### config.mk
export PLATFORM = sky130hd
export DESIGN_NAME = sevenseg_scan_decoder
export DESIGN_NICKNAME = d
export VERILOG_FILES = /design/src/rtl/sevenseg_scan_decoder.sv
export SDC_FILE = /design/constraint.sdc
export NUM_CORES = 1
export LEC_CHECK = 0
export ABC_CLOCK_PERIOD_IN_PS = 1900
export CAP_MARGIN = 20
export CELL_PAD_IN_SITES_DETAIL_PLACEMENT = 1
export CELL_PAD_IN_SITES_GLOBAL_PLACEMENT = 1
export CORE_MARGIN = 2
export CORE_UTILIZATION = 39
export DETAILED_ROUTE_END_ITERATION = 6
export PLACE_DENSITY_LB_ADDON = 0.05
export SLEW_MARGIN = 25
export SYNTH_ARGS = -nofsm -noshare
export SYNTH_HDL_FRONTEND = slang
export SYNTH_SLANG_ARGS = --single-unit
### constraint.sdc
create_clock -name clk -period 1.9 [get_ports clk]
set_input_delay 0.285 -clock clk [delete_from_list [all_inputs] [get_ports clk]]
set_output_delay 0.285 -clock clk [all_outputs]
set_load 0.1 [all_outputs]
### src/rtl/sevenseg_scan_decoder.sv
// Snoops a multiplexed active-low 7-segment bus and rebuilds the displayed hex value as a valid/ready frame.
// Optional decimal-point capture is enabled by defining SEVENSEG_SCAN_DP_EN.
module sevenseg_scan_decoder #(
  parameter int NUM_DIGITS    = 4,
  parameter int STABLE_CYCLES = 8
) (
  input  logic                    clk,
  input  logic                    rst,
  input  logic [6:0]              seg_n,
`ifdef SEVENSEG_SCAN_DP_EN
  input  logic                    seg_dp_n,
  output logic [NUM_DIGITS-1:0]   out_dp,
`endif
  input  logic [NUM_DIGITS-1:0]   dig_n,
  output logic [4*NUM_DIGITS-1:0] out_data,
  output logic [NUM_DIGITS-1:0]   out_err,
  output logic                    out_valid,
  input  logic                    out_ready,
  output logic                    overrun,
  input  logic                    ovr_clr
);

`ifdef SEVENSEG_SCAN_DP_EN
  localparam int SEG_W = 8;
  logic [SEG_W-1:0] seg_raw;
  assign seg_raw = {seg_dp_n, seg_n};
`else
  localparam int SEG_W = 7;
  logic [SEG_W-1:0] seg_raw;
  assign seg_raw = seg_n;
`endif

  localparam logic [7:0]            LAST    = 8'(STABLE_CYCLES - 2);
  localparam logic [NUM_DIGITS-1:0] DIG_ONE = NUM_DIGITS'(1);

  typedef enum logic {COLLECT, PRESENT} state_t;

  logic [SEG_W-1:0]        seg_meta_reg, seg_sync_reg, seg_prev_reg;
  logic [NUM_DIGITS-1:0]   dig_meta_reg, dig_sync_reg, dig_prev_reg;
  logic [7:0]              count_reg, count_next;
  logic                    armed_reg, armed_next;
  logic [NUM_DIGITS-1:0]   seen_reg, seen_next;
  state_t                  state_reg, state_next;
  logic [4*NUM_DIGITS-1:0] out_data_reg, out_data_next;
  logic [NUM_DIGITS-1:0]   out_err_reg, out_err_next;
  logic                    overrun_reg, overrun_next;

  logic [NUM_DIGITS-1:0]   dig_low, cap_en;
  logic                    one_low, same, capture, complete;
  logic [4*NUM_DIGITS-1:0] shadow_data;
  logic [NUM_DIGITS-1:0]   shadow_err;
  logic [4:0]              decoded;

  // {illegal, nibble}; anything outside the hex glyph set (blank included) reads as nibble 0.
  function automatic logic [4:0] glyph_decode(input logic [6:0] seg);
    case (seg)
      7'h3F: glyph_decode = 5'h00;  7'h06: glyph_decode = 5'h01;
      7'h5B: glyph_decode = 5'h02;  7'h4F: glyph_decode = 5'h03;
      7'h66: glyph_decode = 5'h04;  7'h6D: glyph_decode = 5'h05;
      7'h7D: glyph_decode = 5'h06;  7'h07: glyph_decode = 5'h07;
      7'h7F: glyph_decode = 5'h08;  7'h6F: glyph_decode = 5'h09;
      7'h77: glyph_decode = 5'h0A;  7'h7C: glyph_decode = 5'h0B;
      7'h39: glyph_decode = 5'h0C;  7'h5E: glyph_decode = 5'h0D;
      7'h79: glyph_decode = 5'h0E;  7'h71: glyph_decode = 5'h0F;
      default: glyph_decode = 5'h10;
    endcase
  endfunction

  assign dig_low = ~dig_sync_reg;
  assign one_low = (dig_low != '0) && ((dig_low & (dig_low - DIG_ONE)) == '0);
  assign same    = (seg_sync_reg == seg_prev_reg) && (dig_sync_reg == dig_prev_reg);
  assign decoded = glyph_decode(~seg_sync_reg[6:0]);
  assign cap_en  = capture ? dig_low : '0;
  assign complete = &seen_reg;

  for (genvar gi = 0; gi < NUM_DIGITS; gi++) begin : g_digit
    logic [3:0] nib_reg;
    logic       err_reg;
    always_ff @(posedge clk) begin
      if (rst) begin
        nib_reg <= '0;
        err_reg <= 1'b0;
      end else if (cap_en[gi]) begin
        nib_reg <= decoded[3:0];
        err_reg <= decoded[4];
      end
    end
    assign shadow_data[4*gi +: 4] = nib_reg;
    assign shadow_err[gi]         = err_reg;
  end

`ifdef SEVENSEG_SCAN_DP_EN
  logic [NUM_DIGITS-1:0] shadow_dp_reg, out_dp_reg;
  always_ff @(posedge clk) begin
    if (rst) begin
      shadow_dp_reg <= '0;
      out_dp_reg    <= '0;
    end else begin
      shadow_dp_reg <= (shadow_dp_reg & ~cap_en) | (cap_en & {NUM_DIGITS{~seg_sync_reg[7]}});
      if (state_reg == COLLECT && complete)
        out_dp_reg <= shadow_dp_reg;
    end
  end
  assign out_dp = out_dp_reg;
`endif

  always_comb begin
    count_next    = count_reg;
    armed_next    = armed_reg;
    capture       = 1'b0;
    state_next    = state_reg;
    out_data_next = out_data_reg;
    out_err_next  = out_err_reg;
    overrun_next  = overrun_reg;

    // One capture per dwell: the counter parks once disarmed until the pattern changes.
    if (!same || !one_low) begin
      count_next = '0;
      armed_next = 1'b1;
    end else if (armed_reg) begin
      count_next = count_reg + 8'd1;
      if (count_reg == LAST) begin
        capture    = 1'b1;
        armed_next = 1'b0;
      end
    end

    if (ovr_clr)
      overrun_next = 1'b0;

    case (state_reg)
      COLLECT: begin
        if (complete) begin
          out_data_next = shadow_data;
          out_err_next  = shadow_err;
          state_next    = PRESENT;
        end
      end
      PRESENT: begin
        if (complete)
          overrun_next = 1'b1;
        if (out_ready)
          state_next = COLLECT;
      end
      default: state_next = COLLECT;
    endcase

    seen_next = (complete ? '0 : seen_reg) | cap_en;
  end

  always_ff @(posedge clk) begin
    if (rst) begin
      seg_meta_reg <= '1;
      seg_sync_reg <= '1;
      seg_prev_reg <= '1;
      dig_meta_reg <= '1;
      dig_sync_reg <= '1;
      dig_prev_reg <= '1;
      count_reg    <= '0;
      armed_reg    <= 1'b1;
      seen_reg     <= '0;
      state_reg    <= COLLECT;
      out_data_reg <= '0;
      out_err_reg  <= '0;
      overrun_reg  <= 1'b0;
    end else begin
      seg_meta_reg <= seg_raw;
      seg_sync_reg <= seg_meta_reg;
      seg_prev_reg <= seg_sync_reg;
      dig_meta_reg <= dig_n;
      dig_sync_reg <= dig_meta_reg;
      dig_prev_reg <= dig_sync_reg;
      count_reg    <= count_next;
      armed_reg    <= armed_next;
      seen_reg     <= seen_next;
      state_reg    <= state_next;
      out_data_reg <= out_data_next;
      out_err_reg  <= out_err_next;
      overrun_reg  <= overrun_next;
    end
  end

  assign out_data  = out_data_reg;
  assign out_err   = out_err_reg;
  assign out_valid = (state_reg == PRESENT);
  assign overrun   = overrun_reg;

endmodule

Fig. 1: run 1, signal wires on met3
Scale bar: 20 um. Cells faint in the background.
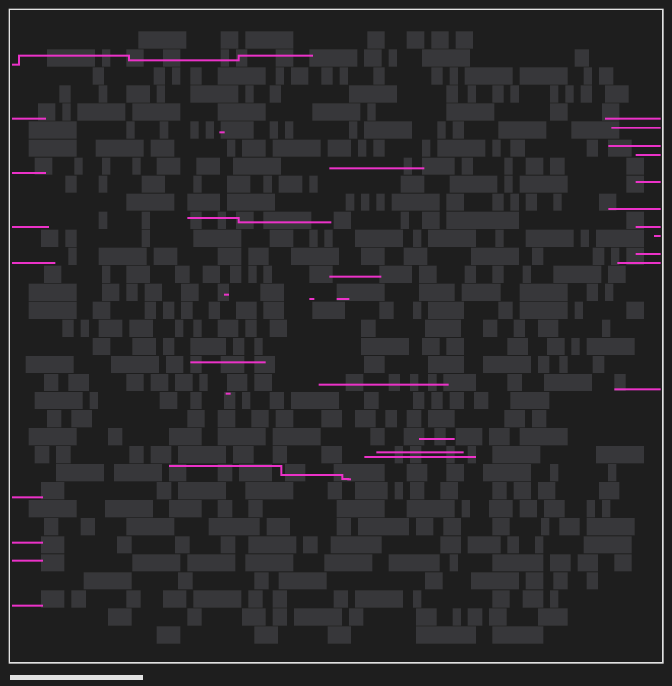
wire length on this layer: 284 um
share of all routed wire: 3.7%
nets with wire on the layer: 26
longest straight run: 19.3 um
via count: 2744
final WL: 7620 um
GRT met3 Usage: 4.08%

Fig. 2: run 1, routed clock nets over the placement
Scale bar: 20 um.
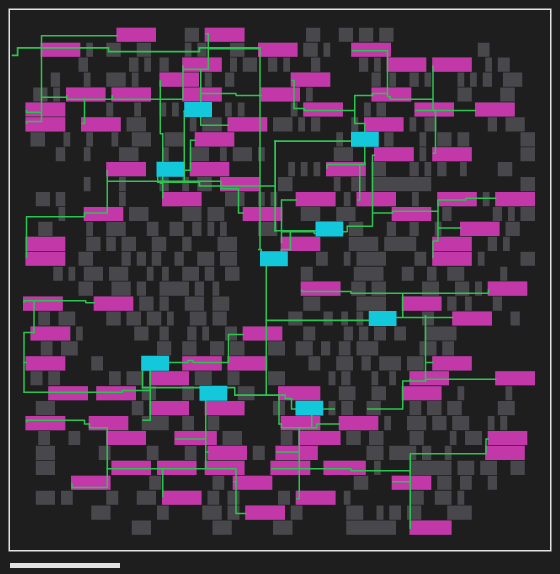
[magenta] flip-flops | count: 88
[cyan] cells driving clock nets | count: 9
[green] clock wires | length: 1040 um
flops lie: spread over the die
routed clock nets: 10
Power Clock: 1.26 mW
insertion delay at the late pin of the worst-skew pair: 0.35 ns
Worst Clk Skew: 0.00823 ns

Fig. 3: run 1, M2 wires
Cells faint in the background.
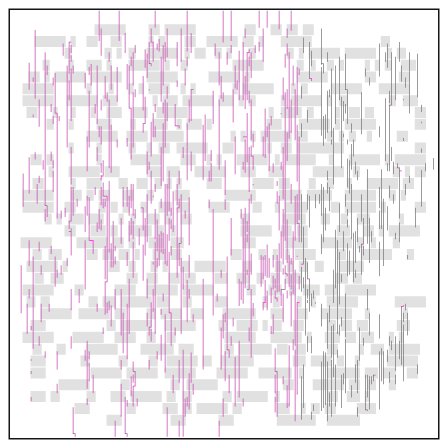
longest straight run: 35.2 um
wire length on this layer: 3520 um
nets with wire on the layer: 399
met2 usage: 27.7%

==> flow_summary_export.csv, run 1 <==
group,metric,value,unit
final_layout,stdcell_count,541,
route,drc,0,
logic_synthesis,ys_sh_mux,4.61,%
timing,min_period,1.91,ns
logic_synthesis,yosysTopAreaCell,"dfxtp_1",
setup_path,critPathKind,"reg2reg",
job,warning_count,28,
route,drtIter0Drc,41,
logic_synthesis,ys_seq_share,50.7,%
logic_synthesis,syn_avg_cell_area,9.26,um2
timing,final_max_slew_viol_count,0,
final_layout,final_core_util,49.3,%
power,irDropWorstVdd,0.334,mV
logic_synthesis,synth_area,3470,um2
clock_network,h-tree-depth,3,
place,placed_cells,526,
logic_synthesis,fp_nets,392,
grt,grt_max_degree,30,
timing,rsz0062_at_grt,"true",
setup_path,critPathLaunchType,"flop",
die,initial_utilization,40.0,%
die,dieHeight,98.4,um
final_layout,final_cell_area,4280,um2
place,place.gp.congestion,0.846,
power,p_leak,1.73,nW
clock_network,cts_tree,"yes",
place,place_area,4030,um2
logic_synthesis,ys_sh_simple,26.7,%
clock_network,clk_pin_slew,0.08,ns
place,numPortBuffers,36,
setup_path,crit_arrival,2.18,ns
power,totalPowerFinal,3.35,mW
clock_network,cts_setup_buffers,0,
final_layout,antenna_cells,0,
die,core-area,8680,um2
grt,grt_use_total,16.8,%
status,outcome,"finished with violations",
logic_synthesis,async_reset_ff_share,0,%
grt,antenna_found_initial,0,
final_layout,final_layout_size_suffix_gt1_share,28.6,%
final_layout,area_delta_synth_final,23.3,%
logic_synthesis,edf_count,0,
logic_synthesis,ys_sh_adder,0.721,%
timing,fin_hold_ws,0.264,ns
setup_path,crit_path_max_fanout,8,
grt,grt_pass1_vias,2864,
logic_synthesis,ys_cells,375,
clock_network,cts_hold_buf,0,
route,wire_per_inst,14.1,um
final_layout,n_fill_cell,1017,
logic_synthesis,synth-warning-count,0,
clock_network,cts_root_buf,"clkbuf_8",
logic_synthesis,ys_top_logic_family,"simple AND/OR/NAND/NOR gates",
place,hpwl,5430,um
status,failed_checks,"negative setup slack",
timing,tns,-0.00712,ns
clock_network,cts_sinks,88,
route,ant_nets,0,
timing,max_clock_freq,524,MHz
final_layout,final_nets,446,
job,drv_cap,0,
clock_network,cts_buffers,9,
timing,hold_violations,0,
logic_synthesis,synth_top_area_share,50.7,%
min_path,hp-class,"in2reg",
route,drt-vias-per-instance,5.07,
grt,grt_pass1_wl,13400,um
grt,globalRouteOverflowTotal,0,
logic_synthesis,synth_cells,375,
logic_synthesis,area_leaders,"dfxtp_1 (51%), nand2_1 (7.8%), or2_2 (6.1%)",
power,power-per-cell-area,782,nW/um2
place,place_ws,-0.0846,ns
die,dieWidth,98.4,um
timing,final-setup-viol-count,1,
logic_synthesis,ys_types,43,
logic_synthesis,yosys.area_share.aoi,9.19,%
setup_path,critPathCaptureType,"flop",
clock_network,clockBufferDepth,2,
timing,period_used_share,100,%
route,drt_pre_antenna_iters,4,
timing,worst_pin_slew,0.408,ns
timing,finalWorstSetupSlack,-0.00712,ns
logic_synthesis,ys.flops,88,
die,chip_area,9670,um2
logic_synthesis,synth_xor_xnor_area_share,4.54,%
die,rows,34,
setup_path,required,2.17,ns
timing,slew_headroom,72.8,%
logic_synthesis,flop_cell,"dfxtp_1",
-- run 1: cell families (layout without fill, tap and decap cells) --
kind of cell,after synthesis,count (layout)
buffers and inverters,27,85
xor gates and xnor gates,18,18
adders and majority gates,2,2
AOI/OAI and AO/OA,55,55
DFF,88,88
and+or+nand+nor,169,169
muxes,16,16
-- run 1: where the power goes --
part,switching [mW],total (mW),internal (mW)
logic,0.100,0.200,0.0992
registers,0.0185,1.89,1.87
clock network,0.621,1.26,0.636
-- run 1: layout make-up --
type	count	area, um2	area share, %
Clock buffer	12	145	3.39
Clock inverter	3	42.5	0.994
Inverter	4	15.0	0.351
Multi-Input combinational cell	260	1650	38.5
Sequential cell	88	1770	41.3
Tap cell	108	135	3.16
Timing Repair Buffer	66	526	12.3
-- run 1: Yosys cell counts, types with 2 or more instances --
cell type	n
a21oi_1	26
nor3b_1	3
ha_1	2
nor2_1	12
xor2_1	5
o211ai_1	2
inv_1	3
o21ai_1	5
nor4bb_1	4
o21ai_0	10
nand4_1	4
nand2_1	72
a211oi_1	2
dfxtp_1	88
nor2b_1	4
nand4b_2	4
clkbuf_1	18
mux2i_1	16
buf_2	3
buf_6	2
o311ai_0	5
or3_1	5
nor3_1	6
xnor2_1	13
nand2b_1	3
or2_2	34
o2111ai_1	2
nor4b_1	3
nand3_1	5
-- run 1: cells in the final DEF (no fill, tap or decap), types with 2 or more instances in the layout --
cell,instances
nand3_1,5
or2_2,34
nand2b_1,3
xnor2_1,13
dfxtp_2,6
o21ai_2,2
clkbuf_8,10
o2111ai_1,2
nor3b_1,3
a211oi_1,2
buf_4,52
or3_1,4
o211ai_1,2
nor2_1,12
dfxtp_1,82
clkdlybuf4s50_1,13
xor2_1,5
nand4b_2,4
mux2i_1,16
nor3_1,6
nor4bb_1,4
o21ai_0,9
a21oi_1,26
o311ai_1,2
nand4_1,4
nor4b_1,2
nor2b_1,3
o311ai_2,2
inv_1,2
clkbuf_1,2
o21ai_1,4
nand2_1,72
-- run 1: final timing paths --
kind                               from                         endpoint  slack, ns  depth (start not counted)
max           count_reg[3]$_SDFFE_PP0P_  g_digit[1].err_reg$_SDFFE_PP0P_     -0.007                          5
min                                 rst       dig_prev_reg[3]$_SDFF_PP1_       0.26                          2
max reg2reg   count_reg[3]$_SDFFE_PP0P_  g_digit[1].err_reg$_SDFFE_PP0P_     -0.007                          5
min reg2reg  dig_meta_reg[2]$_SDFF_PP1_       dig_sync_reg[2]$_SDFF_PP1_       0.41                          1
-- run 1: metal layers --
metal / wire (um) / vias up / global-route usage (%)
met4: 84 / 0 / 5.06
met2: 3520 / 43 / 27.7
li1: - / 1381 / -
met3: 284 / 11 / 4.08
met5: 0 / - / 0
met1: 3730 / 1309 / 21.9
-- run 1: critical path, stage by stage (launching register included) --
cell and delay [ns]:
dfxtp_2 0.34, nor4_4 0.30, nand4_1 0.14, or4_4 0.55, or3_1 0.34, o21ai_1 0.15
-- run 1: what timing repair did --
item / 4_1_cts / 5_1_grt
cloned: 0 / 0
pin swaps: 0 / 6
resized: 6 / 17
setup endpoints to repair: 8 / 26
Fig. 4: run 1, routing congestion
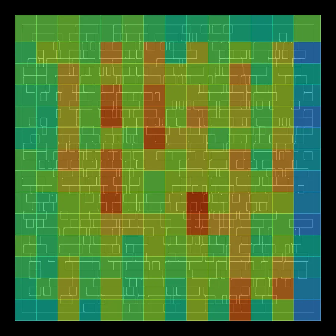

## Run 2: what changed since run 1
--- a/config.mk
+++ b/config.mk
@@ -5,14 +5,17 @@
 export SDC_FILE = /design/constraint.sdc
 export NUM_CORES = 1
 export LEC_CHECK = 0
+export ABC_AREA = 0
 export ABC_CLOCK_PERIOD_IN_PS = 1900
 export CAP_MARGIN = 20
 export CELL_PAD_IN_SITES_DETAIL_PLACEMENT = 1
 export CELL_PAD_IN_SITES_GLOBAL_PLACEMENT = 1
 export CORE_MARGIN = 2
 export CORE_UTILIZATION = 39
+export CTS_CLUSTER_DIAMETER = 30
 export DETAILED_ROUTE_END_ITERATION = 6
 export PLACE_DENSITY_LB_ADDON = 0.05
+export REMOVE_ABC_BUFFERS = 1
 export SLEW_MARGIN = 25
 export SYNTH_ARGS = -nofsm -noshare
 export SYNTH_HDL_FRONTEND = slang
Fig. 5: run 2, routing congestion
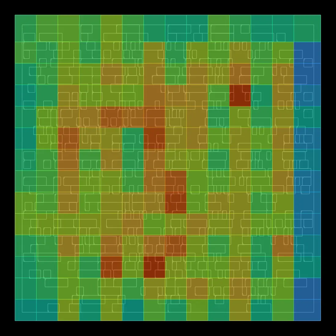
met1 Use GR: 21.7%
met2 usage: 30.2%
post-DR wirelength/cell: 14.6 um

Fig. 6: run 2, routed clock nets over the placement
Scale bar: 20 um.
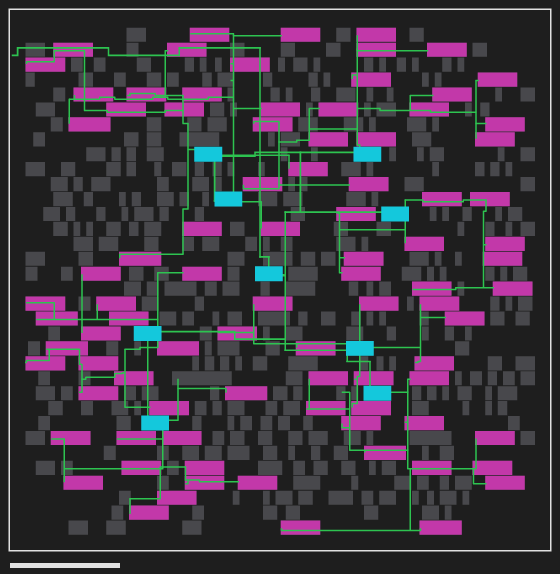
[green] clock wires | length: 1110 um
[magenta] flip-flops | count: 88
[cyan] cells driving clock nets | count: 9
flops lie: spread over the die
insertion delay at the late pin of the worst-skew pair: 0.36 ns
Power Clock: 1.30 mW
Worst Clk Skew: 0.0134 ns
Clock power frac: 38.2%

==> run 2 against run 1 <==
- the run now ends clean
- global-route usage grew 0.65 points
- synthesized cell count stayed put
- maximum frequency grew 1.5%
- combinational power rose by 3%
- first-iteration DRC count up 54%
- clock skew is 0.0052 ns higher
- hold slack gained 0.071 ns
- sequential power hardly changed
- die area stayed put
- utilization barely moved
- clock power up 3%
- non-clock buffer count increased by 1
- largest power group unchanged
- highest routed layer unchanged
==> flow_summary_export.csv, run 2 <==
group,metric,value,unit
status,outcome,"finished clean",
timing,min_period,1.88,ns
grt,antenna_found_initial,0,
place,placed_cells,527,
min_path,holdPathEnd,"seen_reg[2]$_SDFF_PP0_",
logic_synthesis,async_reset_ff_share,0,%
die,chip_area,9670,um2
grt,grt_use_total,17.5,%
place,place.gp.congestion,0.754,
place,hpwl,5730,um
timing,max_clock_freq,532,MHz
setup_path,reg2reg_from,"count_reg[3]$_SDFFE_PP0P_",
timing,hold_violations,0,
logic_synthesis,flop_cell,"dfxtp_1",
final_layout,final_layout_size_suffix_gt1_share,28.5,%
logic_synthesis,yosysTopAreaCell,"dfxtp_1",
logic_synthesis,ys_cells,375,
grt,globalRouteOverflowTotal,0,
timing,final-setup-viol-count,0,
setup_path,crit_arrival,2.16,ns
clock_network,clockBufferDepth,2,
power,power-per-cell-area,793,nW/um2
route,drt-vias-per-instance,5.04,
setup_path,crit_path_max_fanout,8,
final_layout,final_nets,447,
place,place_area,4050,um2
logic_synthesis,synth-warning-count,0,
timing,slew_headroom,64.3,%
route,drtIter0Drc,63,
timing,final_max_slew_viol_count,0,
logic_synthesis,netlist_top_cells_count,"dfxtp_1 (88), nand2_1 (72), or2_2 (34), a21oi_1 (26), clkbuf_1 (18)",
timing,period_used_share,98.9,%
clock_network,cts_tree,"yes",
final_layout,layout_top_cell,"dfxtp_1",
final_layout,antenna_cells,0,
logic_synthesis,synth_top_area_share,50.7,%
grt,grt_pass1_wl,13600,um
[run 2: cell counts after synthesis]
No cell type changed its count.
[run 2: cell type report]
type,instances,area (um2)
Timing Repair Buffer,67,546
Inverter,4,15.0
Clock inverter,6,67.6
Multi-Input combinational cell,260,1620
Sequential cell,88,1770
Fill cell,1031,4390
Tap cell,108,135
Clock buffer,10,128
[run 2: worst max-delay path, cell delays in order (launching register included)]
cell and delay, ns:
dfxtp_2 0.34, nor4_4 0.31, nand4_1 0.14, or4_4 0.55, or3_1 0.34, o21ai_1 0.12
[run 2: how the worst max path moves through the flow]
stage,cells after the start,to
after global placement,5,g_digit[0].err_reg$_SDFFE_PP0P_
after CTS,5,g_digit[0].err_reg$_SDFFE_PP0P_
final,5,g_digit[1].err_reg$_SDFFE_PP0P_
after detailed placement,5,g_digit[2].err_reg$_SDFFE_PP0P_
after floorplan,5,g_digit[0].err_reg$_SDFFE_PP0P_
after global routing,5,g_digit[2].err_reg$_SDFFE_PP0P_
[run 2: timing repair]
item                                    in CTS  in global routing
endpoints found under the setup margin       7                 18
resized                                      3                 17
pin swaps                                    0                  9
buffers inserted                             0                  0
[run 2: report_power, final]
group	internal (mW)	switching [mW]
Clock	0.613	0.685
Combinational	0.105	0.102
Sequential	1.87	0.0192
Total	2.59	0.806
[run 2: per-stage QoR]
step                      setup WS [ns]  setup TNS [ns]  hold slack [ns]  power [mW]
after floorplan                 -0.0348          -0.139            0.354        2.02
after global placement           0.0123               0            0.392        2.13
after detailed placement        -0.0714          -0.189            0.397        2.13
after CTS                       0.00132               0            0.335        3.44
after global routing            -0.0487          -0.233            0.361        3.55
final                            0.0213               0            0.334        3.40
[run 2: metal layers]
metal	share of wire (%)	up-vias	track usage, %
met5	0	-	0
met4	1.0	0	4.74
met3	3.3	10	4.29
met2	50	35	30.2
met1	45	1312	21.7
li1	-	1380	-
[run 2: cells by family (layout without fill, tap and decap cells)]
| family | count (synthesis) | after routing | share of synthesized area, % |
|---|---|---|---|
| buf+inv | 27 | 87 | 3.46 |
| fa+ha+maj | 2 | 2 | 0.721 |
| simple gates | 169 | 169 | 26.7 |
| compound gates | 55 | 55 | 9.19 |
| flops | 88 | 88 | 50.7 |
| mux | 16 | 16 | 4.61 |
| xor+xnor | 18 | 18 | 4.54 |
Power is estimated from default activity; no workload was simulated.
